<file path="src/rtl/gf2m_pkg.sv">
// gf2m_pkg: shared defaults and FSM state type for the GF(2^M) reducer.
// Field degree M, product width N = 2*M-1 and the irreducible polynomial
// x^5 + x^2 + 1 are the datapath defaults.
package gf2m_pkg;

  localparam int M_DEF = 5;
  localparam int N_DEF = 2 * M_DEF - 1;
  localparam logic [M_DEF:0] POLY_DEF = 6'b100101;

  typedef enum logic [1:0] {
    IDLE = 2'd0,
    RED  = 2'd1,
    DONE = 2'd2
  } state_t;

endpackage

</file>
<file path="src/rtl/gf2m_reduce_step.sv">
// gf2m_reduce_step: one combinational reduction step. If bit cnt of r is set,
// r is XORed with POLY aligned so that its leading term cancels bit cnt.
// Each legal cnt value (M..N-1) gets its own constant-shift candidate, so no
// barrel shifter is needed; at most one candidate is selected.
module gf2m_reduce_step
  import gf2m_pkg::*;
#(
  parameter int            M    = M_DEF,
  parameter int            N    = N_DEF,
  parameter logic [M:0]    POLY = POLY_DEF,
  parameter int            CW   = $clog2(N)
) (
  input  logic [N-1:0]  r,
  input  logic [CW-1:0] cnt,
  output logic [N-1:0]  r_next
);

  // XOR chain: stage gi folds in POLY<<gi when cnt selects bit M+gi and it is set
  logic [N-1:0] chain [0:N-M];

  assign chain[0] = r;

  for (genvar gi = 0; gi < N - M; gi++) begin : g_stage
    localparam int B = M + gi;
    logic         hit;
    logic [N-1:0] poly_at;

    assign poly_at      = N'(POLY) << gi;
    assign hit          = (cnt == CW'(B)) && r[B];
    assign chain[gi+1]  = chain[gi] ^ ({N{hit}} & poly_at);
  end

  assign r_next = chain[N-M];

endmodule

</file>
<file path="src/rtl/gf2m_reduce_seq.sv">
// gf2m_reduce_seq: sequential polynomial-basis reducer. Takes a (2M-1)-bit
// carry-less product and reduces one high-order bit per cycle, N-M cycles per
// product, with valid/ready on both sides.
// Optional build macro GF_ACC_EN adds an output accumulator (acc_clr port,
// out_data = acc ^ remainder, acc updated on every output handshake).
module gf2m_reduce_seq
  import gf2m_pkg::*;
#(
  parameter int          M    = M_DEF,
  parameter int          N    = N_DEF,
  parameter logic [M:0]  POLY = POLY_DEF
) (
  input  logic         clk,
  input  logic         rst_n,
`ifdef GF_ACC_EN
  input  logic         acc_clr,
`endif
  input  logic         in_valid,
  output logic         in_ready,
  input  logic [N-1:0] in_data,
  output logic         out_valid,
  input  logic         out_ready,
  output logic [M-1:0] out_data
);

  localparam int CW = $clog2(N);

  // Reject non-monic polynomials and product widths that do not match M
  if (POLY[M] !== 1'b1 || N != 2 * M - 1) begin : g_param_check
    $error("gf2m_reduce_seq: POLY[M] must be 1 and N must equal 2*M-1");
  end

  state_t        state_reg;
  logic [N-1:0]  r_reg;
  logic [N-1:0]  r_next;
  logic [CW-1:0] cnt_reg;
  logic          out_valid_reg;
  logic          in_accept;

  // Ready depends only on state and the downstream ready, never on in_valid
  assign in_ready  = (state_reg == IDLE) || ((state_reg == DONE) && out_ready);
  assign in_accept = in_valid && in_ready;
  assign out_valid = out_valid_reg;

  gf2m_reduce_step #(
    .M    (M),
    .N    (N),
    .POLY (POLY),
    .CW   (CW)
  ) u_step (
    .r      (r_reg),
    .cnt    (cnt_reg),
    .r_next (r_next)
  );

  // Control FSM: load, fixed-length reduction, then hold the result until taken
  always_ff @(posedge clk or negedge rst_n) begin
    if (!rst_n) begin
      state_reg     <= IDLE;
      r_reg         <= '0;
      cnt_reg       <= '0;
      out_valid_reg <= 1'b0;
    end else begin
      case (state_reg)
        IDLE: begin
          if (in_accept) begin
            r_reg     <= in_data;
            cnt_reg   <= CW'(N - 1);
            state_reg <= RED;
          end
        end
        RED: begin
          r_reg <= r_next;
          if (cnt_reg == CW'(M)) begin
            state_reg     <= DONE;
            out_valid_reg <= 1'b1;
          end else begin
            cnt_reg <= cnt_reg - 1'b1;
          end
        end
        DONE: begin
          if (out_ready) begin
            out_valid_reg <= 1'b0;
            if (in_valid) begin
              // Same-cycle hand-off: next product starts while this one leaves
              r_reg     <= in_data;
              cnt_reg   <= CW'(N - 1);
              state_reg <= RED;
            end else begin
              state_reg <= IDLE;
            end
          end
        end
        default: begin
          state_reg     <= IDLE;
          out_valid_reg <= 1'b0;
        end
      endcase
    end
  end

`ifdef GF_ACC_EN
  logic [M-1:0] acc_reg;

  // Accumulator: captures each delivered result; a clear overrides a handshake
  always_ff @(posedge clk or negedge rst_n) begin
    if (!rst_n) begin
      acc_reg <= '0;
    end else if (acc_clr) begin
      acc_reg <= '0;
    end else if (out_valid_reg && out_ready) begin
      acc_reg <= out_data;
    end
  end

  assign out_data = acc_reg ^ r_reg[M-1:0];
`else
  assign out_data = r_reg[M-1:0];
`endif

endmodule

</file>
<file path="config.mk">
export PLATFORM = sky130hd
export DESIGN_NAME = gf2m_reduce_seq
export DESIGN_NICKNAME = d
export VERILOG_FILES = /design/src/rtl/gf2m_pkg.sv /design/src/rtl/gf2m_reduce_step.sv /design/src/rtl/gf2m_reduce_seq.sv
export SDC_FILE = /design/constraint.sdc
export NUM_CORES = 1
export LEC_CHECK = 0
export CAP_MARGIN = 15
export CORE_MARGIN = 2
export CORE_UTILIZATION = 49
export DETAILED_ROUTE_END_ITERATION = 6
export PLACE_DENSITY = 0.77
export SYNTH_ARGS = -nofsm -noshare
export SYNTH_HDL_FRONTEND = slang
export SYNTH_SLANG_ARGS = --single-unit
</file>
<file path="constraint.sdc">
create_clock -name clk -period 1.8 [get_ports clk]
set_input_delay 0.18 -clock clk [delete_from_list [all_inputs] [get_ports clk]]
set_output_delay 0.18 -clock clk [all_outputs]
set_load 0.01 [all_outputs]
</file>
==> flow_summary_export.csv <==
group,metric,value,unit
cts,numCtsBuffers,3,
final_timing,final.min_clock_period,1.64,ns
synthesis,floorplan.nets,122,
drt,wl_per_cell,13.6,µm
drt,dr_wl_met3,107,µm
setup_path,timing.critical_path.fanout_max,6,
setup_path,slowest_cell_on_the_critical_path,"sky130_fd_sc_hd__dfrtp_2",
final_timing,rsz0062_at_grt,"false",
synthesis,ys_types,34,
drt,routed-wl-met2,902,µm
final_timing,max_slew.worst_pin.slew,0.381,ns
cts,cts.sink_count,16,
setup_path,worst_setup_path_startpoint,"cnt_reg[0]",
floorplan,num_io_pins,20,
grt,grt_use_met3,0.0444,
power_and_ir_drop,leakagePower,0.515,nW
drt,drc,0,
drt,drt_iter0_markers,20,
final_timing,setup_tns,0,ns
cts,cts_tree,"done",
synthesis,area_fraction_in_full_adders_half_adders_and_majority_gates,0.0524,
finish,largest_register_ff_count,9,
final_timing,slew_viol_final,0,
grt,grt_start_max_net_pins,17,
synthesis,ys.flops,16,
grt,antenna_violations_before_repair,0,
placement,post_place_instance_area,1140,µm²
cts,path_clk_slew,0.10,ns
finish,finalInstanceArea,1190,µm²
synthesis,netlist_area,955,µm²
setup_path,r2r_end,"r_reg[3]",
setup_path,critPathMaxStageDelay,0.42,ns
floorplan,num_tap_cells,25,
power_and_ir_drop,power_per_cell_area,1560,nW/µm²
finish,filler_cell_count,158,
synthesis,post_synth_ao_oa_area_fraction,0.221,
synthesis,yosys_warnings,0,
setup_path,timing.critical_path.max_delay_family,"simple AND/OR/NAND/NOR gates",
drt,drtAntennaViolNets,0,
final_timing,setup_ws,0.157,ns
setup_path,cp.required,1.98,ns
floorplan,core.rowCount,15,
finish,largestClassByArea,"multi-input combinational cells",
floorplan,floorplan.initialDensity,0.535,
setup_path,worst_setup_path_start_kind,"flop",
placement,dp.final_hpwl,1490,µm
drt,length_of_routed_wiring_on_met1,965,µm
finish,area_growth_syn_to_layout,24.2,%
floorplan,floorplan.die.width,48.1,µm
finish,final.signal_buffer_count,22,
synthesis,netlist_top_cells_area,"sky130_fd_sc_hd__dfrtp_1 (42%), sky130_fd_sc_hd__o21ai_0 (6.8%), sky130_fd_sc_hd__ha_1 (5.2%)",
synthesis,netlist_top_cells_count,"sky130_fd_sc_hd__dfrtp_1 (16), sky130_fd_sc_hd__o21ai_0 (13), sky130_fd_sc_hd__a21oi_1 (9), sky130_fd_sc_hd__nand2_1 (9), sky130_fd_sc_hd__nor2_1 (8)",
final_timing,fin_hold_ws,0.183,ns
finish,logic_area,478,µm²
floorplan,core_region_area,1780,µm²
synthesis,synth.yosys.num_cells,105,
setup_path,worstPathCellList,"inv_1, ha_1, and4b_4, or3_1, a21oi_1, a21oi_1",
power_and_ir_drop,p_clk_frac,0.134,
placement,place_worst_setup_slack,0.122,ns
outcome,status,"complete, no violations",
synthesis,netlist.top_cell.by_area,"sky130_fd_sc_hd__dfrtp_1",
setup_path,critPathCaptureType,"flop",
grt,globalRouteOverflowTotal,0,
cts,worstSkewPairLatency,0.30,ns
finish,nFlopsAndLatches,16,
flow_run,cap_violations,0,
finish,finalNetCount,142,
setup_path,setup.reg_to_reg.worst_slack,0.16,ns
synthesis,post_synth_inst_count,105,
final_timing,final_hold_viol_count,0,
final_timing,worst_slew_margin_rel,0.745,
power_and_ir_drop,irDropWorstVdd,0.802,mV
synthesis,leading_cell_type_by_number_of_instances_after_synthesis,"sky130_fd_sc_hd__dfrtp_1",
setup_path,timing.critical_path.arrival,1.82,ns
cts,htree_levels,1,
finish,layout_top_cells_excl_fill_tap,"sky130_fd_sc_hd__clkdlybuf4s50_1 (18), sky130_fd_sc_hd__dfrtp_1 (14), sky130_fd_sc_hd__o21ai_0 (13), sky130_fd_sc_hd__nand2_1 (9), sky130_fd_sc_hd__a21oi_1 (9)",
power_and_ir_drop,post-layout-total-power,1.86,mW
synthesis,ys_top_logic_family,"AND-OR/OR-AND gates",
floorplan,die_height,48.1,µm
placement,gpl.final_weighted_congestion,0.828,
synthesis,syn-mean-instance-area,9.09,µm²
setup_path,timing.setup.critical_path_class,"reg2reg",
setup_path,rr_worst_depth,6,
final_timing,report.final.setup_viol,0,
power_and_ir_drop,net-switching-power,750,µW
synthesis,flop_cell,"sky130_fd_sc_hd__dfrtp_1",
setup_path,critical_path_buf_inv_count,1,
power_and_ir_drop,power.share.combinational,0.491,
cts,cts.repair.resized,0,
power_and_ir_drop,switching_share,0.404,
cts,max_root_sink_buffers,2,
setup_path,start_of_the_worst_register_to_register_path,"cnt_reg[0]",
setup_path,crit_cells,6,
final_timing,fin_worst_skew,0.000903,ns
power_and_ir_drop,combinationalPower,910,µW
min_path,hp-class,"in2async",
grt,total_track_usage,0.221,
synthesis,synth_seq_share,0.419,
drt,avgViaCountPerCell,5.54,
power_and_ir_drop,pwr.group.clock,248,µW
grt,grt_pass1_vias,795,
placement,placement.io_buffers,19,
finish,buffer_area_frac,0.181,
synthesis,post_synth_xor_area_fraction,0.0183,
finish,area.share.combinational,0.403,
setup_path,most_repeated_library_cell_on_the_critical_path,"sky130_fd_sc_hd__a21oi_1",
power_and_ir_drop,p_int,1.11,mW
final_timing,peak_freq,609,MHz
synthesis,synth_chip_area,955,µm²
grt,wire_length_of_the_first_global_routing_pass,3490,µm
flow_run,openroad.warnings,29,
setup_path,timing.critical_path.to,"r_reg[3]",
power_and_ir_drop,pwr-share-seq,0.376,
placement,dp.cells,145,
cts,cts_setup_buffers,0,
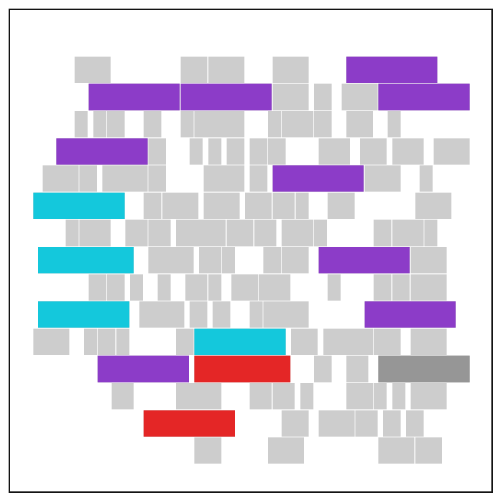
(sequential cells colored by netlist name)
(10 px per µm)
Key: cyan = `cnt_reg` [sequential cells 4, where west]; red = `state_reg` [sequential cells 2]; purple = `r_reg` [sequential cells 9]
Another 1 sequential cells are not colored.
post-layout util: 0.665
register area: 403 µm²
register fraction of the total cell area: 0.340
sequential cell power: 697 µW

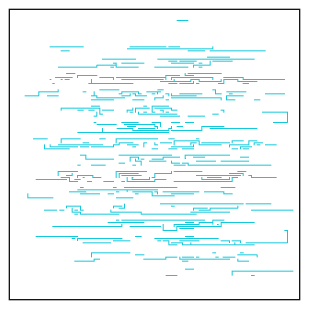
(met1 routing)
(6 px per µm)
123 nets have wire on it. The layer holds 48% of the routed length. The longest straight run is 16.1 µm.
met1 track utilization from global routing: 0.301
via count: 825
wire length after detailed routing: 2020 µm

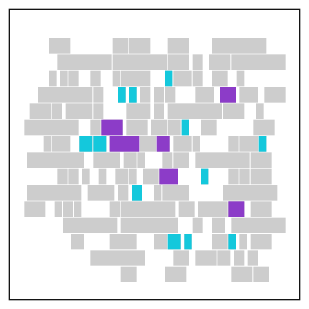
(gate families picked out)
(6 px per µm)
Key: cyan = nor cells [cells 12]; purple = and/or cells [cells 6]
commonest non-fill, non-tap cell in the layout: sky130_fd_sc_hd__clkdlybuf4s50_1
non-filler instance count after layout: 149

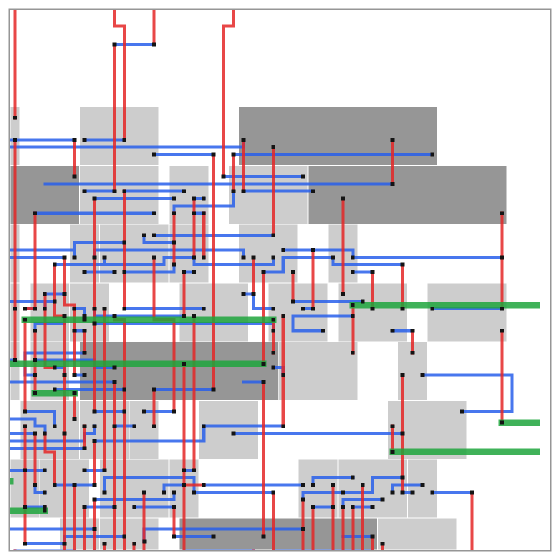
(layout detail)
Window x 23 to 48, y 23 to 48 µm. Cells in gray, sequential cells in the stronger gray; small squares are vias.
Key: green = metal 3; red = metal 2; blue = metal 1
37 logic cells have their middle in the window. Netlist names of flops here include `r_reg` (4). Sequential cells in the window: 4. Most frequent: clkdlybuf4s50_1 (7), o21ai_0 (4), dfrtp_1 (4).

No activity file was given, so power comes from the tool's default toggle rates.
